`src/rtl/act_unpack8b.sv`:
```
// act_unpack8b: unpacks 4x8-bit activations per word into left-shifted 32-bit values, byte0 first.
// Latency: byte0 appears the cycle after the word is accepted, then 1 byte/cycle with no inter-word bubble.
// Backpressure: out_valid holds until taken; in_ready only while idle or as the last byte leaves. UNPACK_SAT_EN adds saturation.
module act_unpack8b #(
  parameter int OUT_W = 32
) (
  input  logic             clk,
  input  logic             rst_n,
  input  logic [4:0]       AccReg_shift,
  input  logic             in_valid,
  output logic             in_ready,
  input  logic [31:0]      in_data,
  input  logic             in_last,
  input  logic [1:0]       in_bcnt,
  output logic             out_valid,
  input  logic             out_ready,
  output logic [OUT_W-1:0] out_data,
  output logic             out_last
);

  typedef enum logic {IDLE, EMIT} state_t;

  state_t      state_q, state_d;
  logic [31:0] buf_q, buf_d;
  logic [4:0]  shift_q, shift_d;
  logic [2:0]  n_q, n_d;
  logic        last_q, last_d;
  logic [1:0]  idx_q, idx_d;

  logic        at_end;
  logic        accept;
  logic [7:0]  cur_byte;
  logic [OUT_W-1:0] res;
`ifdef UNPACK_SAT_EN
  logic [39:0] wide;
`endif

  always_comb begin
    state_d  = state_q;
    buf_d    = buf_q;
    shift_d  = shift_q;
    n_d      = n_q;
    last_d   = last_q;
    idx_d    = idx_q;
    at_end   = ({1'b0, idx_q} == (n_q - 3'd1));
    // in_ready looks only at out_ready and registered state, never at in_valid
    in_ready = (state_q == IDLE) || (out_ready && at_end);
    accept   = in_valid && in_ready;

    if (accept) begin
      state_d = EMIT;
      buf_d   = in_data;
      shift_d = AccReg_shift;
      n_d     = (!in_last || in_bcnt == 2'd0) ? 3'd4 : {1'b0, in_bcnt};
      last_d  = in_last;
      idx_d   = 2'd0;
    end else if (state_q == EMIT && out_ready) begin
      if (at_end) state_d = IDLE;
      else        idx_d   = idx_q + 2'd1;
    end
  end

  always_comb begin
    case (idx_q)
      2'd0:    cur_byte = buf_q[7:0];
      2'd1:    cur_byte = buf_q[15:8];
      2'd2:    cur_byte = buf_q[23:16];
      default: cur_byte = buf_q[31:24];
    endcase
`ifdef UNPACK_SAT_EN
    wide = {32'd0, cur_byte} << shift_q;
    res  = (|wide[39:31]) ? 32'h7FFF_FFFF : wide[31:0];
`else
    res  = {24'd0, cur_byte} << shift_q;
`endif
    out_valid = (state_q == EMIT);
    out_data  = out_valid ? res : '0;
    out_last  = out_valid && last_q && at_end;
  end

  always_ff @(posedge clk or negedge rst_n) begin
    if (!rst_n) begin
      state_q <= IDLE;
      buf_q   <= '0;
      shift_q <= '0;
      n_q     <= '0;
      last_q  <= 1'b0;
      idx_q   <= '0;
    end else begin
      state_q <= state_d;
      buf_q   <= buf_d;
      shift_q <= shift_d;
      n_q     <= n_d;
      last_q  <= last_d;
      idx_q   <= idx_d;
    end
  end

endmodule

```
`config.mk`:
```
export PLATFORM = sky130hd
export DESIGN_NAME = act_unpack8b
export DESIGN_NICKNAME = d
export VERILOG_FILES = /design/src/rtl/act_unpack8b.sv
export SDC_FILE = /design/constraint.sdc
export NUM_CORES = 1
export LEC_CHECK = 0
export CELL_PAD_IN_SITES_DETAIL_PLACEMENT = 0
export CELL_PAD_IN_SITES_GLOBAL_PLACEMENT = 1
export CORE_ASPECT_RATIO = 1.2
export CORE_UTILIZATION = 39
export DETAILED_ROUTE_END_ITERATION = 7
export GPL_TIMING_DRIVEN = 0
export PLACE_DENSITY_LB_ADDON = 0.1
export SYNTH_ARGS = -nofsm -noshare
export SYNTH_HDL_FRONTEND = slang
export SYNTH_SLANG_ARGS = --single-unit
```
`constraint.sdc`:
```
create_clock -name clk -period 4.26 [get_ports clk]
set_input_delay 0.852 -clock clk [delete_from_list [all_inputs] [get_ports clk]]
set_output_delay 0.852 -clock clk [all_outputs]
set_load 0.02 [all_outputs]
```
==> images/density.png <==
Drawn at 4 px/µm. The die is cut into 8 by 9 equal tiles; black is low, pale yellow is high, 0 to 100% covered.
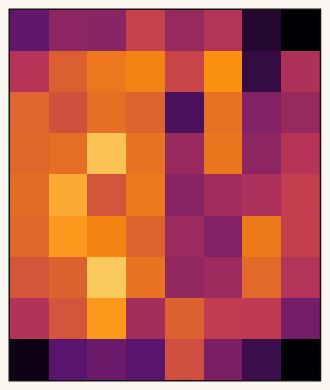
fullest tile: 88%
tiles over 75% full: 8.3%
mean over tiles: 50%
densest ninth of the die: middle left
nearly empty tiles: 2.8%
Core Area: 6530 µm²
final core occ: 56.5%
fp util: 40.8%

==> images/metal_stack.png <==
Drawn at 3 px/µm.
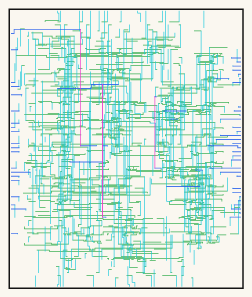
legend:
  met4:
    colour: magenta
    wire_length: 107 µm
  met2:
    colour: cyan
    wire_length: 3200 µm
  met3:
    colour: blue
    wire_length: 239 µm
  met1:
    colour: green
    wire_length: 2890 µm
GRT Total Usage: 19.2%
Wirelength per Cell: 14.8 µm

==> out/results.txt <==
Clk tree area frac: 3.22%
Top post-synthesis cells by area: dfrtp_1 (41%), mux2_2 (17%), o22ai_1 (3.5%)
N_taps: 85
Syn Area/Cell: 10.1 µm²
Hold Path Class: primary input to async pin
Sequential fraction of the synthesis area: 41.4%
Clock buffers: 5
Slew HR: 67.6%
Final setup violating endpoints: 0
Multiplexer share: 21.2%
Worst setup margin: 0.250 ns
FF-to-FF path depth: 8
DRC Markers: 0
Largest net degree at the start of global routing: 39
# Cells Yosys: 264
Post-Place Cells: 428
Placer Congestion: 0.768
Post-synth regs: 44
Max reg flops: 32
Worst path cell trace: inv_1 > ha_1 > buf_4 > a222oi_1 > mux2_2 > a2bb2oi_2 > mux2i_1 > o211ai_1 > o22ai_1 > clkdlybuf4s50_1
R2r setup slk: 1.90 ns
Slew of the pin with the lowest slew margin: 0.486 ns
Post-synth net total: 313
Reg-to-Reg End: buf_q[23]$_DFFE_PN0P_
Synth warnings: 0
Power Dens Cells: 890 nW/µm²
Number of antenna violations at the first check in global routing: 0
Top logic family: multiplexers
WHS: 0.378 ns
Top cells excl fill/tap: clkdlybuf4s50_1 (75), dfrtp_1 (44), mux2_2 (40)
Total power: 0.00328 W
Post-synthesis async set-or-reset flop share: 100%
Reg area: 1100 µm²
# resized after CTS: 0
Worst skew pair latency: 0.31 ns
Number of enable flip-flop cells: 0
CTS Buffer Depth: 2
Placed cell area: 3560 µm²
Most flops, register: buf_q
XORs/XNORs by Area: 0.987%
Routed Antenna Nets: 0
F_max: 249 MHz
Area share of buffers outside the clock network: 24.3%
Unrepaired setup endpoints after global routing: no
Ao+oa area frac: 14.2%
Crit path time final: 4.01 ns
Status: complete, no violations
H-tree levels: 2
Finished Layout Cells: 436
Grt total ovfl: 0
Synth top cell by count: dfrtp_1
Final setup skew: 0.00835 ns
Post-DP HPWL: 4.97 mm
Register clock-pin slew on the reported worst setup and hold paths: 0.09 ns
Worst Setup EP: out_data[16]
Max Slew Vio Count: 0
Synth Area in Simple Gates: 15.2%
CTS tree: built
Vias per inst: 5.19
Adder share: 2.35%
Mapped Area: 2660 µm²
R2r startpoint: n_q[0]$_DFFE_PN0P_
Share of post-route cells with drive strength above 1: 18.8%
DRT Pass-1 Iters: 4
DR vias: 2264
Critical Path Source: idx_q[0]$_DFFE_PN0P_
Largest cell class by area: logic gates
NumNets Final: 399
Clock sinks: 44
Post-route clock period utilization: 94.1%
Post-CTS Setup Bufs: 0
==> images/pins.png <==
Drawn at 4 px/µm. Pins as bars across the die edge, other pins in grey.
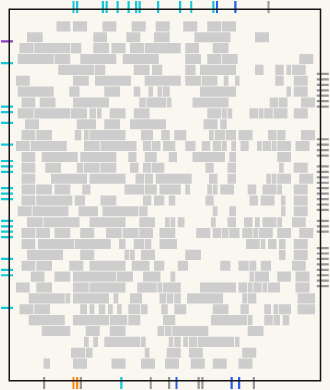
legend:
  `in_bcnt`:
    colour: orange
    pins: 2
    direction: input
    edge: bottom
  `in_data`:
    colour: cyan
    pins: 32
    direction: input
    edge: 19 left, 12 top, 1 bottom
  `clk`:
    colour: purple
    pins: 1
    direction: input
    edge: left
  `AccReg_shift`:
    colour: blue
    pins: 5
    direction: input
    edge: 3 bottom, 2 top
all pins by edge: 31 right, 20 left, 15 top, 13 bottom
Die X: 77.4 µm
die y size: 92.5 µm
count of input and output buffers: 78

==> images/cell_classes.png <==
Drawn at 3 px/µm.
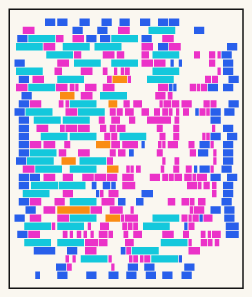
legend:
  flip-flops:
    colour: cyan
    cells: 44
    share_of_their_area: 31%
  clock drivers and dummy loads:
    colour: orange
    cells: 8
    share_of_their_area: 3.3%
  other buffers and delay cells:
    colour: blue
    cells: 98
    share_of_their_area: 25%
  all other logic:
    colour: magenta
    cells: 201
    share_of_their_area: 41%
Site Rows: 32
fin area: 3690 µm²
flop share of the area: 29.9%

-- worst max-delay path, delay by kind of cell, from the launching register on --
kind / cells / cell delay, ns
adder cells (fa/ha/maj): 1 / 0.21
multiplexers: 2 / 0.39
flip-flops: 1 / 0.46
buffers and inverters: 3 / 0.84
AND-OR/OR-AND: 4 / 0.96
-- metal layers --
| layer | routed length [µm] | vias to the layer above | track usage, % |
|---|---|---|---|
| met4 | 106 | 0 | 6.29 |
| li1 | - | 1121 | - |
| met3 | 239 | 8 | 2.66 |
| met2 | 3200 | 68 | 33.5 |
| met1 | 2890 | 1067 | 24.2 |
| met5 | 0 | - | 0 |
-- power by group --
group	switching [W]	internal (W)	total, W
registers	0.000119	0.000629	0.000747
clock network	0.000160	0.000181	0.000341
logic	0.00117	0.00102	0.00219
total	0.00145	0.00183	0.00328
Power figures rest on the tool's default switching activity, not on a simulated workload.
